===== src/rtl/debounce_pkg.sv =====
// Shared types and helpers for the multi-channel debouncer.
package debounce_pkg;

  // Per-channel filter states; the MSB doubles as the debounced level.
  typedef enum logic [1:0] {
    IDLE      = 2'd0,
    ARMING    = 2'd1,
    HELD      = 2'd2,
    RELEASING = 2'd3
  } state_t;

  // Bits needed to hold values 0..max_value, never less than one bit.
  function automatic int cnt_width(input int max_value);
    return (max_value < 2) ? 1 : $clog2(max_value + 1);
  endfunction

endpackage


===== src/rtl/debounce_channel.sv =====
// One button channel: synchroniser, stability filter FSM, hold counter
// and registered one-cycle event pulses.
module debounce_channel
  import debounce_pkg::*;
#(
  parameter int SYNC_STAGES  = 2,
  parameter int STABLE_TICKS = 4,
  parameter int LONG_TICKS   = 0
) (
  input  logic clk,
  input  logic reset,
  input  logic sample_tick,
  input  logic button,
  output logic debounced,
  output logic rise,
  output logic fall,
  output logic long_press
);

  localparam int SW = cnt_width(STABLE_TICKS);
  localparam logic [SW-1:0] STABLE_MAX = SW'(STABLE_TICKS);

  logic [SYNC_STAGES-1:0] sync_q;
  logic                   s;
  state_t                 state;
  logic [SW-1:0]          cnt;
  logic [SW-1:0]          cnt_inc;
  logic                   fall_now;

  // Shift the raw level through the synchroniser every clock.
  always_ff @(posedge clk or negedge reset) begin
    if (!reset) sync_q <= '0;
    else        sync_q <= {sync_q[SYNC_STAGES-2:0], button};
  end

  assign s       = sync_q[SYNC_STAGES-1];
  assign cnt_inc = cnt + SW'(1);

  // Flags the tick on which the debounced level is about to drop.
  always_comb begin
    fall_now = 1'b0;
    if (sample_tick && !s) begin
      if (state == HELD && STABLE_TICKS == 1)                 fall_now = 1'b1;
      else if (state == RELEASING && cnt_inc == STABLE_MAX)   fall_now = 1'b1;
    end
  end

  // Stability filter: the level flips only after enough agreeing ticks.
  always_ff @(posedge clk or negedge reset) begin
    if (!reset) begin
      state     <= IDLE;
      cnt       <= '0;
      debounced <= 1'b0;
      rise      <= 1'b0;
      fall      <= 1'b0;
    end else begin
      rise <= 1'b0;
      fall <= 1'b0;
      if (sample_tick) begin
        case (state)
          IDLE: begin
            if (s) begin
              if (STABLE_TICKS == 1) begin
                state     <= HELD;
                debounced <= 1'b1;
                rise      <= 1'b1;
                cnt       <= '0;
              end else begin
                state <= ARMING;
                cnt   <= SW'(1);
              end
            end
          end
          ARMING: begin
            if (!s) begin
              state <= IDLE;
              cnt   <= '0;
            end else if (cnt_inc == STABLE_MAX) begin
              state     <= HELD;
              debounced <= 1'b1;
              rise      <= 1'b1;
              cnt       <= '0;
            end else begin
              cnt <= cnt_inc;
            end
          end
          HELD: begin
            if (!s) begin
              if (STABLE_TICKS == 1) begin
                state     <= IDLE;
                debounced <= 1'b0;
                fall      <= 1'b1;
                cnt       <= '0;
              end else begin
                state <= RELEASING;
                cnt   <= SW'(1);
              end
            end
          end
          RELEASING: begin
            if (s) begin
              state <= HELD;
              cnt   <= '0;
            end else if (cnt_inc == STABLE_MAX) begin
              state     <= IDLE;
              debounced <= 1'b0;
              fall      <= 1'b1;
              cnt       <= '0;
            end else begin
              cnt <= cnt_inc;
            end
          end
          default: begin
            state <= IDLE;
            cnt   <= '0;
          end
        endcase
      end
    end
  end

  if (LONG_TICKS > 0) begin : g_long
    localparam int HW = cnt_width(LONG_TICKS);
    localparam logic [HW-1:0] LONG_MAX = HW'(LONG_TICKS);
    logic [HW-1:0] hold;

    // Count ticks spent high after the rise; pulse once when the limit is hit.
    always_ff @(posedge clk or negedge reset) begin
      if (!reset) begin
        hold       <= '0;
        long_press <= 1'b0;
      end else begin
        long_press <= 1'b0;
        if (sample_tick) begin
          if (!debounced || fall_now) begin
            hold <= '0;
          end else if (hold != LONG_MAX) begin
            hold <= hold + HW'(1);
            if (hold + HW'(1) == LONG_MAX) long_press <= 1'b1;
          end
        end
      end
    end
  end else begin : g_no_long
    assign long_press = 1'b0;
  end

endmodule


===== src/rtl/debounce_array.sv =====
// Multi-channel push-button debouncer: shared sample prescaler feeding
// independent per-channel filters.
module debounce_array
  import debounce_pkg::*;
#(
  parameter int CHANNELS     = 4,
  parameter int SYNC_STAGES  = 2,
  parameter int TICK_DIV     = 1,
  parameter int STABLE_TICKS = 4,
  parameter int LONG_TICKS   = 0
) (
  input  logic                clk,
  input  logic                reset,
  input  logic [CHANNELS-1:0] button,
  output logic [CHANNELS-1:0] button_debounced,
  output logic [CHANNELS-1:0] button_rise,
  output logic [CHANNELS-1:0] button_fall,
  output logic [CHANNELS-1:0] button_long,
  output logic                sample_tick
);

  localparam int PW = cnt_width(TICK_DIV - 1);
  localparam logic [PW-1:0] DIV_LAST = PW'(TICK_DIV - 1);

  logic [PW-1:0] div_cnt;
  logic [PW-1:0] div_next;

  assign div_next = (div_cnt == DIV_LAST) ? '0 : div_cnt + PW'(1);

  // Prescaler; the tick is registered so it is clean and low during reset.
  always_ff @(posedge clk or negedge reset) begin
    if (!reset) begin
      div_cnt     <= '0;
      sample_tick <= 1'b0;
    end else begin
      div_cnt     <= div_next;
      sample_tick <= (div_next == DIV_LAST);
    end
  end

  for (genvar i = 0; i < CHANNELS; i++) begin : g_chan
    debounce_channel #(
      .SYNC_STAGES (SYNC_STAGES),
      .STABLE_TICKS(STABLE_TICKS),
      .LONG_TICKS  (LONG_TICKS)
    ) u_chan (
      .clk        (clk),
      .reset      (reset),
      .sample_tick(sample_tick),
      .button     (button[i]),
      .debounced  (button_debounced[i]),
      .rise       (button_rise[i]),
      .fall       (button_fall[i]),
      .long_press (button_long[i])
    );
  end

endmodule


===== config.mk =====
export PLATFORM = sky130hd
export DESIGN_NAME = debounce_array
export DESIGN_NICKNAME = d
export VERILOG_FILES = /design/src/rtl/debounce_pkg.sv /design/src/rtl/debounce_channel.sv /design/src/rtl/debounce_array.sv
export SDC_FILE = /design/constraint.sdc
export NUM_CORES = 1
export LEC_CHECK = 0
export CAP_MARGIN = 40
export CORE_AREA = 2 2 71 73
export DETAILED_ROUTE_END_ITERATION = 10
export DIE_AREA = 0 0 73 75
export GPL_TIMING_DRIVEN = 0
export PLACE_DENSITY = 0.59
export SETUP_SLACK_MARGIN = 0.1
export SYNTH_ARGS = -nofsm -noshare
export SYNTH_HDL_FRONTEND = slang
export SYNTH_SLANG_ARGS = --single-unit

===== constraint.sdc =====
create_clock -name clk -period 3.6 [get_ports clk]
set_input_delay 0.72 -clock clk [delete_from_list [all_inputs] [get_ports clk]]
set_output_delay 0.72 -clock clk [all_outputs]
set_load 0.05 [all_outputs]

==> flow_summary_export.csv, run 1 <==
group,metric,value,unit
layout,comb_cells,109,
cts,clk_pin_slew,0.08,ns
drt,drc,0,
logic_synthesis,synth_area,0.00194,sq mm
layout,num-nonclk-buffers,40,
critical_path,path_delay_family,"buffers and inverters",
cts,post_cts_buffers,0,
logic_synthesis,edf_count,0,
layout,seq_cells,41,
drt,met2_wirelength,1.77,mm
hold_path,holdPathEnd,"g_chan[3].u_chan.sync_q[1]",
global_routing,grt_overflow_total,0,
global_routing,grt_pass1_vias,1372,
timing,hold_viol,0,
hold_path,holdCritPathClass,"flip-flop to flip-flop",
critical_path,cp-endpoint,"button_debounced[3]",
timing,fmax,0.438,GHz
critical_path,cp_num_cells,2,
layout,drive_above_1_share,14.0,%
placed_design,gp_congestion,0.777,
critical_path,criticalPathCategory,"flip-flop to primary output",
layout,final_nets,221,
logic_synthesis,yosys-stat-cells,178,
critical_path,end_kind,"primary output",
timing,period_needed,2.28,ns
cts,holdBufCountCts,0,
layout,fillers,429,
layout,inverters,10,
layout,logic_area,742,sq um
pwr,ir_drop,0.000236,V
logic_synthesis,most_common_cell,"dfrtp_1",
layout,clk_share,3.74,%
flow_run,max-cap-violations,0,
logic_synthesis,area_leaders,"dfrtp_1 (53%), buf_4 (6.6%), ha_1 (5.2%), o21ai_0 (4.1%), nor3_1 (2.8%)",
critical_path,crit_start,"g_chan[3].u_chan.debounced",
critical_path,reg2reg_slack,2.01,ns
drt,drt_iter0_markers,71,
layout,synthToLayoutAreaGrowth,18.9,%
layout,comb_area_share,32.1,%
logic_synthesis,flop_cell,"dfrtp_1",
logic_synthesis,common_cells,"dfrtp_1 (41), buf_4 (17), o21ai_0 (16)",
layout,diodes,0,
critical_path,r2r_end,"g_chan[0].u_chan.debounced",
cts,cts_tree,"yes",
hold_path,hp-start,"g_chan[3].u_chan.sync_q[0]",
critical_path,arrival,1.56,ns
flow_run,tool_warnings,30,
critical_path,cp_slowest_cell,"clkdlybuf4s50_1",
cts,clock_sinks,41,
placed_design,dp_hpwl,2.52,mm
timing,rsz0062_at_grt,"false",
cts,clk_latency,0.29,ns
global_routing,grt_max_degree,22,
cts,clockBufferDepth,2,
status,status,"complete, no violations",
logic_synthesis,synth_seq_share,52.8,%
pwr,p_leak,1.04,nW
cts,clockRootBuffer,"clkbuf_8",
logic_synthesis,syn_avg_cell_area,10.9,sq um
logic_synthesis,synth_top_area_share,52.8,%
global_routing,antenna_found_initial,0,
die,ios,23,
logic_synthesis,ys_area,0.00194,sq mm
critical_path,reg2reg_from,"g_chan[0].u_chan.cnt[0]",
drt,dr.pass1.iters,4,
timing,slew_headroom,65.3,%
## run 1: cells in the final DEF (no fill, tap or decap), types with 3 or more instances in the layout
cell type        count
and3_1               4
nor3_1              11
clkbuf_8             6
inv_1               10
ha_1                 8
a21oi_1              5
a221o_1              4
a31oi_1              4
clkdlybuf4s50_1     17
o21ai_0             16
dfrtp_1             41
conb_1               5
xnor2_1              6
nand3_1              5
nor2_1               7
buf_4               17
a21boi_0             4
a32o_1               3
xor2_1               6
buf_2                5
## run 1: flip-flops by register name (all words and copies together), names as in the netlist, named ones only
register,cells
g_chan.u_chan.cnt,12
g_chan.u_chan.debounced,4
g_chan.u_chan.fall,4
g_chan.u_chan.rise,4
g_chan.u_chan.state,4
g_chan.u_chan.sync_q,8
sample_tick,1
## run 1: logic make-up (layout without fill, tap and decap cells)
group | Yosys count | after routing | share of synthesized area [%]
flip-flops | 41 | 41 | 52.8
XOR/XNOR | 12 | 12 | 5.41
AND/OR/NAND/NOR | 40 | 40 | 11.0
other | 2 | 5 | 0.387
multiplexers | 2 | 2 | 1.03
buffers and inverters | 31 | 57 | 9.54
adder cells (fa/ha/maj) | 8 | 8 | 5.15
AND-OR/OR-AND | 42 | 42 | 14.7
## run 1: metrics by stage
stage | hold WS [ns] | power (mW) | setup slack (ns) | instances
6_report | 0.351 | 1.34 | 1.32 | 261
4_1_cts | 0.353 | 1.36 | 1.29 | 261
3_5_place_dp | 0.335 | 1.04 | 1.62 | 254
3_3_place_gp | 0.332 | 1.01 | 0.823 | 253
2_1_floorplan | 0.331 | 0.940 | 1.95 | 181
5_1_grt | 0.358 | 1.45 | 1.24 | 261
## run 1: power breakdown
part | total (mW) | internal, mW | switching, mW
clock | 0.305 | 0.152 | 0.153
sequential | 0.651 | 0.552 | 0.0980
combinational | 0.384 | 0.175 | 0.210
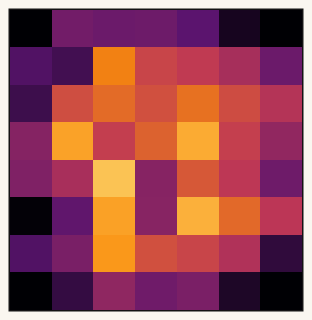
*Cell density map, run 1*
Drawn at 4 px/um. The die is cut into 7 by 8 equal tiles; black is low, pale yellow is high, 0 to 100% covered.
- fullest tile: 87%
- emptiest ninth of the die: bottom left
- mean over tiles: 41%
- densest ninth of the die: middle
- tiles over 75% full: 11%
total core area: 0.00466 sq mm
Core Util at FP: 41.7%

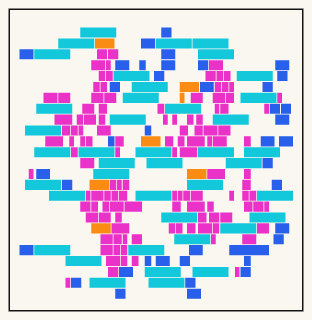
*Cell classes on the final placement, run 1*
Drawn at 4 px/um.
- cyan: flip-flops (cells 41; share of their area 46%)
- blue: other buffers and delay cells (cells 40; share of their area 16%)
- orange: clock drivers and dummy loads (cells 7; share of their area 3.9%)
- magenta: all other logic (cells 119; share of their area 35%)
fin util: 49.6%
num rows: 25
final instance area: 0.00231 sq mm
flop share of the area: 44.4%

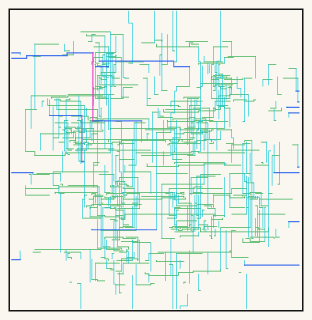
*Routed metal, one color a layer, run 1*
Drawn at 4 px/um.
- green: met1 (wire length 1550 um)
- blue: met3 (wire length 124 um)
- cyan: met2 (wire length 1770 um)
- magenta: met4 (wire length 28.6 um)
Tot GR Track Use: 14.8%
final wirelength: 3.47 mm
DR WL/cell: 13.3 um
via count: 1347

==> run 2, diff against run 1 <==
Clock period 3.6 ns to 2.31 ns, I/O delays scaled along.
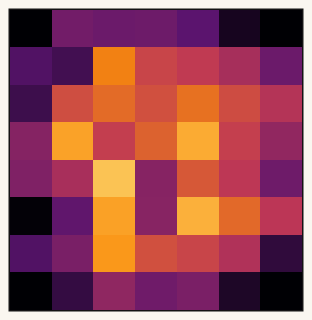
*Cell density map, run 2*
Drawn at 4 px/um. The die is cut into 7 by 8 equal tiles; black is low, pale yellow is high, 0 to 100% covered.
- tiles over 75% full: 11%
- densest ninth of the die: middle
- fullest tile: 87%
- nearly empty tiles: 8.9%

==> run 2 against run 1 <==
  * Non-clock buffer count stayed put
  * Flip-flop count stayed put
  * Setup slack worse by 1.0 ns
  * Clock skew stayed put
  * Via count stayed put
  * Final area stayed put
  * Largest cell class unchanged
  * Total power is 56% higher
==> flow_summary_export.csv, run 2 <==
group,metric,value,unit
status,status,"complete, no violations",
critical_path,reg2reg_slack,0.72,ns
timing,worst_slack,0.284,ns
global_routing,grt_use_total,14.8,%
layout,final_nets,221,
layout,final_common_cell,"dfrtp_1",
cts,holdBufCountCts,0,
timing,slew_headroom,65.3,%
drt,drt_iter0_markers,71,
layout,stdcell_count,261,
timing,fmax,0.494,GHz
cts,clk_latency,0.29,ns
cts,clockBufferDepth,2,
logic_synthesis,yosys-stat-cells,178,
pwr,power.total,2.09,mW
cts,cts_tree,"yes",
drt,dr.pass1.iters,4,
logic_synthesis,area_leaders,"dfrtp_1 (53%), buf_4 (6.6%), ha_1 (5.2%), o21ai_0 (4.1%), nor3_1 (2.8%)",
global_routing,grt_pass1_vias,1372,
hold_path,holdCritPathClass,"primary input to asynchronous set/reset pin",
flow_run,max-cap-violations,0,
logic_synthesis,synth_top_area_share,52.8,%
placed_design,gp_congestion,0.777,
pwr,ir_drop,0.000367,V
critical_path,criticalPathCategory,"flip-flop to primary output",
die,num_rows,25,
critical_path,crit_start,"g_chan[3].u_chan.debounced",
critical_path,reg2reg_from,"g_chan[0].u_chan.cnt[0]",
logic_synthesis,common_cells,"dfrtp_1 (41), buf_4 (17), o21ai_0 (16)",
timing,rsz0062_at_grt,"false",
layout,synthToLayoutAreaGrowth,18.9,%
die,fp-utilization,41.7,%
flow_run,tool_warnings,30,
critical_path,arrival,1.56,ns
drt,routedWlPerCell,13.3,um
global_routing,gr-usage-met3,5.09,%
layout,drive_above_1_share,14.0,%
cts,clockRootBuffer,"clkbuf_8",
die,ios,23,
layout,design_area,0.00231,sq mm
global_routing,grt_max_degree,22,
logic_synthesis,synth_seq_share,52.8,%
layout,diodes,0,
cts,clk_pin_slew,0.08,ns
pwr,p_leak,1.04,nW
drt,wirelength,3.47,mm
critical_path,cp_slowest_cell,"clkdlybuf4s50_1",
cts,post_cts_buffers,0,
logic_synthesis,flop_cell,"dfrtp_1",
logic_synthesis,syn_avg_cell_area,10.9,sq um
critical_path,end_kind,"primary output",
timing,period_needed,2.03,ns
global_routing,grt_overflow_total,0,
layout,top_regs,"g_chan.u_chan.cnt (12), g_chan.u_chan.sync_q (8)",
drt,drc,0,
placed_design,place_inst,254,
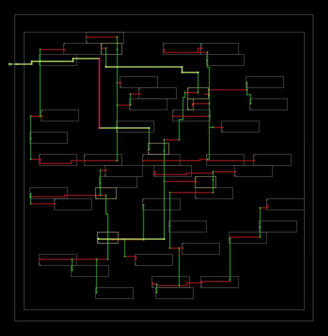
*Clock wiring as the flow saved it, run 2*
flop count: 41
CTS Buf Count: 5
Clock group: 476 uW
Worst Skew: 0.00248 ns

-- run 2: path summary, 6_finish.rpt --
| kind | cells after the start | endpoint |
|---|---|---|
| worst min-delay path | 1 | g_chan[0].u_chan.sync_q[1] |
| worst min register to register | 0 | g_chan[3].u_chan.sync_q[1] |
| worst max-delay path | 2 | button_debounced[3] |
| worst max register to register | 4 | g_chan[0].u_chan.debounced |
| min in group clk | 0 | g_chan[3].u_chan.sync_q[1] |
| max in group asynchronous | 2 | g_chan[2].u_chan.debounced |
-- run 2: area by class of cell --
type,count,area [sq um]
clock buffers,7,86.3
repair buffers,19,203
multi-input cells,109,742
plain buffers,21,148
well taps,54,67.6
inverters,10,37.5
flip-flops and latches,41,1030
fillers,429,2350
-- run 2: cell families (layout without fill, tap and decap cells) --
kind of cell               count (synthesis)  count (layout)  share of synthesized area, %
and+or+nand+nor                           40              40                          11.0
adders and majority gates                  8               8                          5.15
buffers and inverters                     31              57                          9.54
other                                      2               5                         0.387
AOI/OAI and AO/OA                         42              42                          14.7
DFF                                       41              41                          52.8
xor gates and xnor gates                  12              12                          5.41
muxes                                      2               2                          1.03
-- run 2: where the power goes --
group | total, mW | switching, mW | internal, mW
sequential | 1.01 | 0.153 | 0.861
combinational | 0.599 | 0.327 | 0.273
clock | 0.476 | 0.239 | 0.237
-- run 2: through the flow --
| stage | hold slack (ns) | utilization, % |
|---|---|---|
| 2_1_floorplan | 0.166 | - |
| 3_5_place_dp | 0.335 | 47.7 |
| 5_1_grt | 0.146 | 49.6 |
| 4_1_cts | 0.145 | 49.6 |
| 3_3_place_gp | 0.332 | 47.2 |
| 6_report | 0.138 | 49.6 |
-- run 2: worst reg2reg max path: stages, from the launching register on --
cell and delay, ns:
dfrtp_1 0.42, ha_1 0.25, xnor2_1 0.17, or2_1 0.28
a221o_1 0.35
Power is estimated from default activity; no workload was simulated.
